## src/rtl/synth_pkg.sv

```systemverilog
// Shared definitions for the per-voice synth blocks.
//   env_state_t : envelope state encoding (IDLE..RELEASE), also exported as a debug port
//   ENV_MAX     : full-scale envelope level for the default 16-bit level width
//   VEL_*       : velocity width, ceiling and the shift that normalises it
//   MIDI_*/VEL_*: field positions inside the 16-bit note word
package synth_pkg;

  typedef enum logic [2:0] {
    StIdle    = 3'd0,
    StAttack  = 3'd1,
    StDecay   = 3'd2,
    StSustain = 3'd3,
    StRelease = 3'd4
  } env_state_t;

  localparam logic [15:0] ENV_MAX = 16'hFFFF;

  localparam int unsigned VEL_W     = 7;
  localparam logic [7:0]  VEL_MAX   = 8'd127;
  localparam int unsigned VEL_SHIFT = 7;

  localparam int unsigned MIDI_HI = 14;
  localparam int unsigned MIDI_LO = 8;
  localparam int unsigned VEL_HI  = 7;
  localparam int unsigned VEL_LO  = 0;

  // The note word carries a full byte of velocity; anything above 127 is clipped.
  function automatic logic [VEL_W-1:0] sat_vel(input logic [7:0] vel);
    return (vel > VEL_MAX) ? VEL_MAX[VEL_W-1:0] : vel[VEL_W-1:0];
  endfunction

endpackage

```

## src/rtl/env_scaler.sv

```systemverilog
// Registered signed x unsigned multiply followed by an arithmetic right shift.
// The coefficient is zero-extended so the product is (DATA_W+COEF_W+1) bits signed; the
// output keeps bits [SHIFT+DATA_W-1:SHIFT] (truncation toward -inf, no rounding).
// Ports:
//   clk, rst     : clock, asynchronous active-low reset
//   clk_en       : sample tick; the register only loads when high
//   i_sample     : signed input sample
//   i_coef       : unsigned scale factor
//   i_valid      : qualifier travelling alongside the sample
//   o_sample     : registered scaled sample
//   o_valid      : registered qualifier
module env_scaler #(
  parameter int unsigned DATA_W = 16,
  parameter int unsigned COEF_W = 16,
  parameter int unsigned SHIFT  = 16
) (
  input  logic                     clk,
  input  logic                     rst,
  input  logic                     clk_en,
  input  logic signed [DATA_W-1:0] i_sample,
  input  logic        [COEF_W-1:0] i_coef,
  input  logic                     i_valid,
  output logic signed [DATA_W-1:0] o_sample,
  output logic                     o_valid
);

  localparam int unsigned PROD_W = DATA_W + COEF_W + 1;

  logic signed [PROD_W-1:0] w_prod;
  logic                     w_unused;

  assign w_prod = i_sample * $signed({1'b0, i_coef});

  // Discarded guard/fraction bits of the product.
  assign w_unused = ^{w_prod[PROD_W-1:SHIFT+DATA_W], w_prod[SHIFT-1:0]};

  always_ff @(posedge clk or negedge rst) begin
    if (!rst) begin
      o_sample <= '0;
      o_valid  <= 1'b0;
    end else if (clk_en) begin
      o_sample <= w_prod[SHIFT+DATA_W-1:SHIFT];
      o_valid  <= i_valid;
    end
  end

endmodule

```

## src/rtl/adsr_envelope.sv

```systemverilog
// ADSR amplitude envelope with velocity scaling for one synth voice.
// Optional feature macro: ADSR_VELOCITY_EN (defined = second stage scales by the latched
// velocity; undefined = second stage is a plain register, latency unchanged).
// Ports:
//   clk, rst        : clock, asynchronous active-low reset
//   clk_en          : sample tick; all state advances only when high
//   i_data          : note word [14:8] midi, [7:0] velocity; nonzero = gate on
//   i_ready         : upstream sample is valid; otherwise the sample is treated as 0
//   i_signal        : signed upstream sample
//   i_attack_step   : level increment per tick in ATTACK
//   i_decay_step    : level decrement per tick in DECAY
//   i_sustain_lvl   : sustain level
//   i_release_step  : level decrement per tick in RELEASE
//   o_signal        : enveloped sample, 2 ticks after the input
//   o_valid         : i_ready delayed by 2 ticks
//   o_active        : envelope is not IDLE
//   o_stage         : current envelope state (debug)
module adsr_envelope
  import synth_pkg::*;
#(
  parameter int unsigned DATA_W  = 16,
  parameter int unsigned LEVEL_W = 16
) (
  input  logic                     clk,
  input  logic                     rst,
  input  logic                     clk_en,
  input  logic [15:0]              i_data,
  input  logic                     i_ready,
  input  logic signed [DATA_W-1:0] i_signal,
  input  logic [LEVEL_W-1:0]       i_attack_step,
  input  logic [LEVEL_W-1:0]       i_decay_step,
  input  logic [LEVEL_W-1:0]       i_sustain_lvl,
  input  logic [LEVEL_W-1:0]       i_release_step,
  output logic signed [DATA_W-1:0] o_signal,
  output logic                     o_valid,
  output logic                     o_active,
  output logic [2:0]               o_stage
);

  // Full scale for the configured level width (equals ENV_MAX at the default width).
  localparam logic [LEVEL_W-1:0] LvlMax = {LEVEL_W{1'b1}};

  env_state_t         r_state;
  logic [LEVEL_W-1:0] r_level;
  logic [15:0]        r_note;
  logic [VEL_W-1:0]   r_vel;

  logic               w_gate;
  logic               w_start;
  logic [LEVEL_W:0]   w_att_sum;
  logic               w_att_top;
  logic [LEVEL_W:0]   w_dec_floor;
  logic               w_dec_hit;
  logic               w_rel_hit;

  assign w_gate  = (i_data != '0);
  // Start from IDLE on any gate, or retrigger on a different note word.
  assign w_start = w_gate && ((r_state == StIdle) || (i_data != r_note));

  // One extra bit so the comparisons cannot wrap.
  assign w_att_sum   = {1'b0, r_level} + {1'b0, i_attack_step};
  assign w_att_top   = (w_att_sum >= {1'b0, LvlMax});
  assign w_dec_floor = {1'b0, i_sustain_lvl} + {1'b0, i_decay_step};
  assign w_dec_hit   = ({1'b0, r_level} <= w_dec_floor);
  assign w_rel_hit   = (r_level <= i_release_step);

  always_ff @(posedge clk or negedge rst) begin
    if (!rst) begin
      r_state <= StIdle;
      r_level <= '0;
      r_note  <= '0;
      r_vel   <= '0;
    end else if (clk_en) begin
      if (!w_gate && (r_state inside {StAttack, StDecay, StSustain})) begin
        // Gate off wins over retrigger; level carries over unchanged.
        r_state <= StRelease;
      end else if (w_start) begin
        r_state <= StAttack;
        r_note  <= i_data;
        r_vel   <= sat_vel(i_data[VEL_HI:VEL_LO]);
      end else begin
        case (r_state)
          StIdle: ;
          StAttack: begin
            if (w_att_top) begin
              r_level <= LvlMax;
              r_state <= StDecay;
            end else begin
              r_level <= w_att_sum[LEVEL_W-1:0];
            end
          end
          StDecay: begin
            if (w_dec_hit) begin
              r_level <= i_sustain_lvl;
              r_state <= StSustain;
            end else begin
              r_level <= r_level - i_decay_step;
            end
          end
          StSustain: r_level <= i_sustain_lvl;
          StRelease: begin
            if (w_rel_hit) begin
              r_level <= '0;
              r_state <= StIdle;
            end else begin
              r_level <= r_level - i_release_step;
            end
          end
          default: begin
            r_state <= StIdle;
            r_level <= '0;
          end
        endcase
      end
    end
  end

  assign o_stage  = r_state;
  assign o_active = (r_state != StIdle);

  // Datapath: stage1 scales by the pre-update level, stage2 by velocity.
  logic signed [DATA_W-1:0] w_s1_in;
  logic signed [DATA_W-1:0] w_s1;
  logic                     w_s1_valid;

  assign w_s1_in = i_ready ? i_signal : '0;

  env_scaler #(
    .DATA_W (DATA_W),
    .COEF_W (LEVEL_W),
    .SHIFT  (LEVEL_W)
  ) u_stage1 (
    .clk      (clk),
    .rst      (rst),
    .clk_en   (clk_en),
    .i_sample (w_s1_in),
    .i_coef   (r_level),
    .i_valid  (i_ready),
    .o_sample (w_s1),
    .o_valid  (w_s1_valid)
  );

`ifdef ADSR_VELOCITY_EN
  env_scaler #(
    .DATA_W (DATA_W),
    .COEF_W (VEL_W),
    .SHIFT  (VEL_SHIFT)
  ) u_stage2 (
    .clk      (clk),
    .rst      (rst),
    .clk_en   (clk_en),
    .i_sample (w_s1),
    .i_coef   (r_vel),
    .i_valid  (w_s1_valid),
    .o_sample (o_signal),
    .o_valid  (o_valid)
  );
`else
  // Velocity is still latched so the feature can be enabled without other changes.
  logic w_unused_vel;
  assign w_unused_vel = ^r_vel;

  always_ff @(posedge clk or negedge rst) begin
    if (!rst) begin
      o_signal <= '0;
      o_valid  <= 1'b0;
    end else if (clk_en) begin
      o_signal <= w_s1;
      o_valid  <= w_s1_valid;
    end
  end
`endif

endmodule
```

## config.mk

```make
export PLATFORM = sky130hd
export DESIGN_NAME = adsr_envelope
export DESIGN_NICKNAME = d
export VERILOG_FILES = /design/src/rtl/synth_pkg.sv /design/src/rtl/env_scaler.sv /design/src/rtl/adsr_envelope.sv
export SDC_FILE = /design/constraint.sdc
export NUM_CORES = 1
export LEC_CHECK = 0
export ABC_AREA = 0
export CAP_MARGIN = 20
export CORE_ASPECT_RATIO = 0.75
export CORE_MARGIN = 8
export CORE_UTILIZATION = 50
export DETAILED_ROUTE_END_ITERATION = 10
export PLACE_DENSITY_LB_ADDON = 0.15
export SLEW_MARGIN = 10
export SYNTH_ARGS = -nofsm -noshare
export SYNTH_HDL_FRONTEND = slang
export SYNTH_HIERARCHICAL = 1
export SYNTH_SLANG_ARGS = --single-unit
export TNS_END_PERCENT = 30
```

## constraint.sdc

```tcl
create_clock -name clk -period 15.17 [get_ports clk]
set_input_delay 3.034 -clock clk [delete_from_list [all_inputs] [get_ports clk]]
set_output_delay 3.034 -clock clk [all_outputs]
set_load 0.01 [all_outputs]
```

==> images/registers.png <==
Scale: 2 px per um. Other sequential cells in the stronger gray, the rest of the logic in the fainter gray.
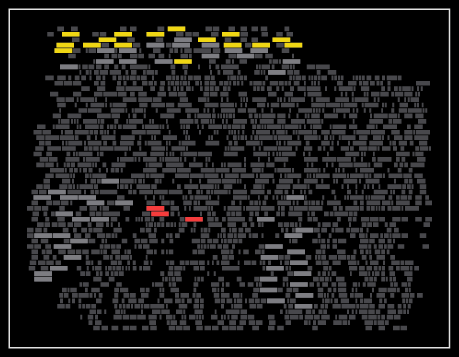
- o_stage: red (flops 3)
- o_signal: yellow (flops 16)
seq pwr: 0.206 mW
register area: 1730 um^2
Final Core Density: 56.0%

==> images/met4.png <==
Scale: 2 px per um. Supply wires on this layer in gray.
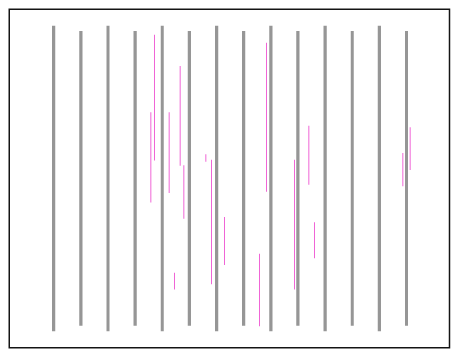
- share of all routed wire: 1.3%
- main direction: vertical
total number of vias: 12951
final wirelength: 44.1 mm

==> images/final_congestion.png <==
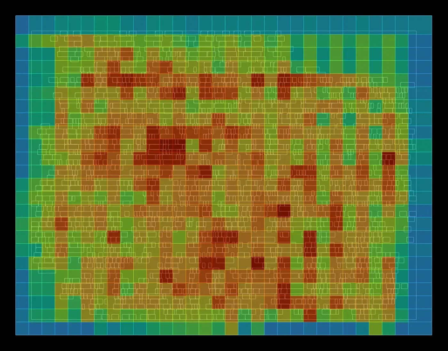
drt wl/cell: 19.4 um
met1 Use GR: 36.3%
Most Crowded Layer GR: met2

==> results.txt <==
run metrics: f_max=101 MHz, Final WS setup=5.22 ns, final setup vio count=0, Rows=56, clock skew=0.00620 ns, outcome=complete, no violations, layout cells sized above 1=5.16%, Hold Fails Final Rpt=0, Max VDD drop=0.0000475 V, Hold Path Sink=u_stage1/o_sample[10], sw power=0.190 mW, final cycle utilization of the critical path=65.6%, CTS tree=built, P per Cell Area=34.3 nW/um^2, grt ovf=0, Dominant comb cell=adder cells, crit-path cells=clkdlybuf4s50_1, and2_1, nand2_1, fa_1, fa_1, inv_1, fa_1, fa_1, fa_1, inv_1, fa_1, inv_1, ha_1, nand2_1, nor4_1, a32oi_1, a2111oi_2, o31ai_1, xnor2_1, mux2_2, IO Count=121, R2R depth=20, H-tree levels=3, die width=219 um, fin cells=2268, initial detailed-routing violation count=972, remaining antenna violation count=0, RR Endpoint=u_stage1/o_sample[15], AO/OA Area Share=14.6%, Arrival @ worst endpoint=10.17 ns, Crit. End Element=flop, Tot Pwr=0.594 mW, Yosys Instances=1779, dpl cells=2253, Logic power comb=0.192 mW, Clock Latency Late Sink=0.34 ns, CP max FO=17, Logic area=12400 um^2, post-route cell area=17300 um^2, Max Cap Viol=0, crit-path most repeated cell=fa_1, most numerous logic cells after layout=294 x inv_1, 197 x fa_1, 193 x ha_1, 178 x nand2_1, 140 x and2_1, leakage power=8.60 nW, Slew Viols, Final=0, first-pass detailed-route iteration total=5, reg-to-reg startpoint=r_level[5], YS warnings=6, dominant logic cell type in the layout=inv_1, Main power group=registers, initial antenna violation count=0, GPL Wtd Cong=0.941, global-route wire length before repair=72.1 mm, IO Port Bufs=120, sequential share of power=34.8%, Hold Path Depth=2, clock network power=0.195 mW, highest-delay cell along the critical path=clkdlybuf4s50_1, Worst setup startpoint=i_ready, CTS Buffer Depth=2, RSZ-0062 raised after global routing=false, CP Capture Point=u_stage1/o_sample[15], Mapped Cells=1779, # nets final=2348, Syn Area/Cell=8.72 um^2, root buffer cell=clkbuf_16, pre-CTS setup slack=5.03 ns, Slew HR=22.5%, CP Class=primary input to flop, Log Warnings=26, Post-synth ARST share=100%, R2R setup slack=8.43 ns, largest net degree at the start of global routing=70, switching share of power=32.0%, setup tns final=0 ns, hold path start=u_stage1/o_sample[10], Detail Placement HPWL=35.7 mm, synthesis area per yosys=15500 um^2, setup bufs post-CTS=0, post-CTS sizing=0, CP max stage delay=0.95 ns, Synth Area in XOR/XNOR=4.29%, Placed Area=17000 um^2, Worst EP required=15.39 ns, Synth Area in Simple Gates=17.1%, Netlist cell types=81, antenna cells=0, All-Layer GR Usage=24.5%
sequential cells by signal (all words and copies together) (netlist names):
name / cells
u_stage1/o_sample: 16
o_valid: 1
r_note: 16
o_stage: 3
u_stage1/o_valid: 1
r_level: 16
o_signal: 16
cell type report:
class	count	share of cell area (%)
clock buffers	11	1.40
clock inverters	4	0.145
inverters	295	6.40
multi-input cells	1354	71.9
flip-flops and latches	69	9.98
well taps	406	2.94
repair buffers	129	7.29
cell usage after synthesis (all sizes together) (10+ instances only):
| cell type | number | area (um^2) |
|---|---|---|
| inv | 294 | 1100 |
| fa | 197 | 3940 |
| ha | 193 | 2410 |
| nand2 | 178 | 668 |
| and2 | 141 | 883 |
| a21oi | 87 | 454 |
| dfrtp | 69 | 1730 |
| nor2 | 63 | 239 |
| o21ai | 55 | 279 |
| clkbuf | 53 | 199 |
| xnor2 | 47 | 412 |
| mux2 | 41 | 462 |
| a21o | 40 | 300 |
| xor2 | 29 | 254 |
| nand2b | 18 | 115 |
| nand4 | 18 | 113 |
| nand3 | 17 | 85.1 |
| o211ai | 15 | 123 |
| nor4 | 14 | 87.6 |
| a31oi | 13 | 87.6 |
| nor2b | 12 | 75.1 |
| nor3 | 12 | 60.1 |
| and3 | 11 | 68.8 |
| a221oi | 10 | 87.6 |
| o21a | 10 | 75.1 |
critical path, delay by kind of cell:
kind | cells | cell delay (ns)
multiplexers | 1 | 0.27
AND-OR/OR-AND | 3 | 0.85
adder cells (fa/ha/maj) | 7 | 3.47
AND/OR/NAND/NOR | 4 | 1.31
buffers and inverters | 4 | 1.09
XOR/XNOR | 1 | 0.14
per-layer routing:
metal	up-vias	part of all wire, %	track usage (%)
met5	-	0	0
met4	0	1.3	4.72
met3	33	7.9	4.89
met2	420	43	36.5
met1	6430	48	36.3
li1	6068	-	-
Power figures rest on the tool's default switching activity, not on a simulated workload.
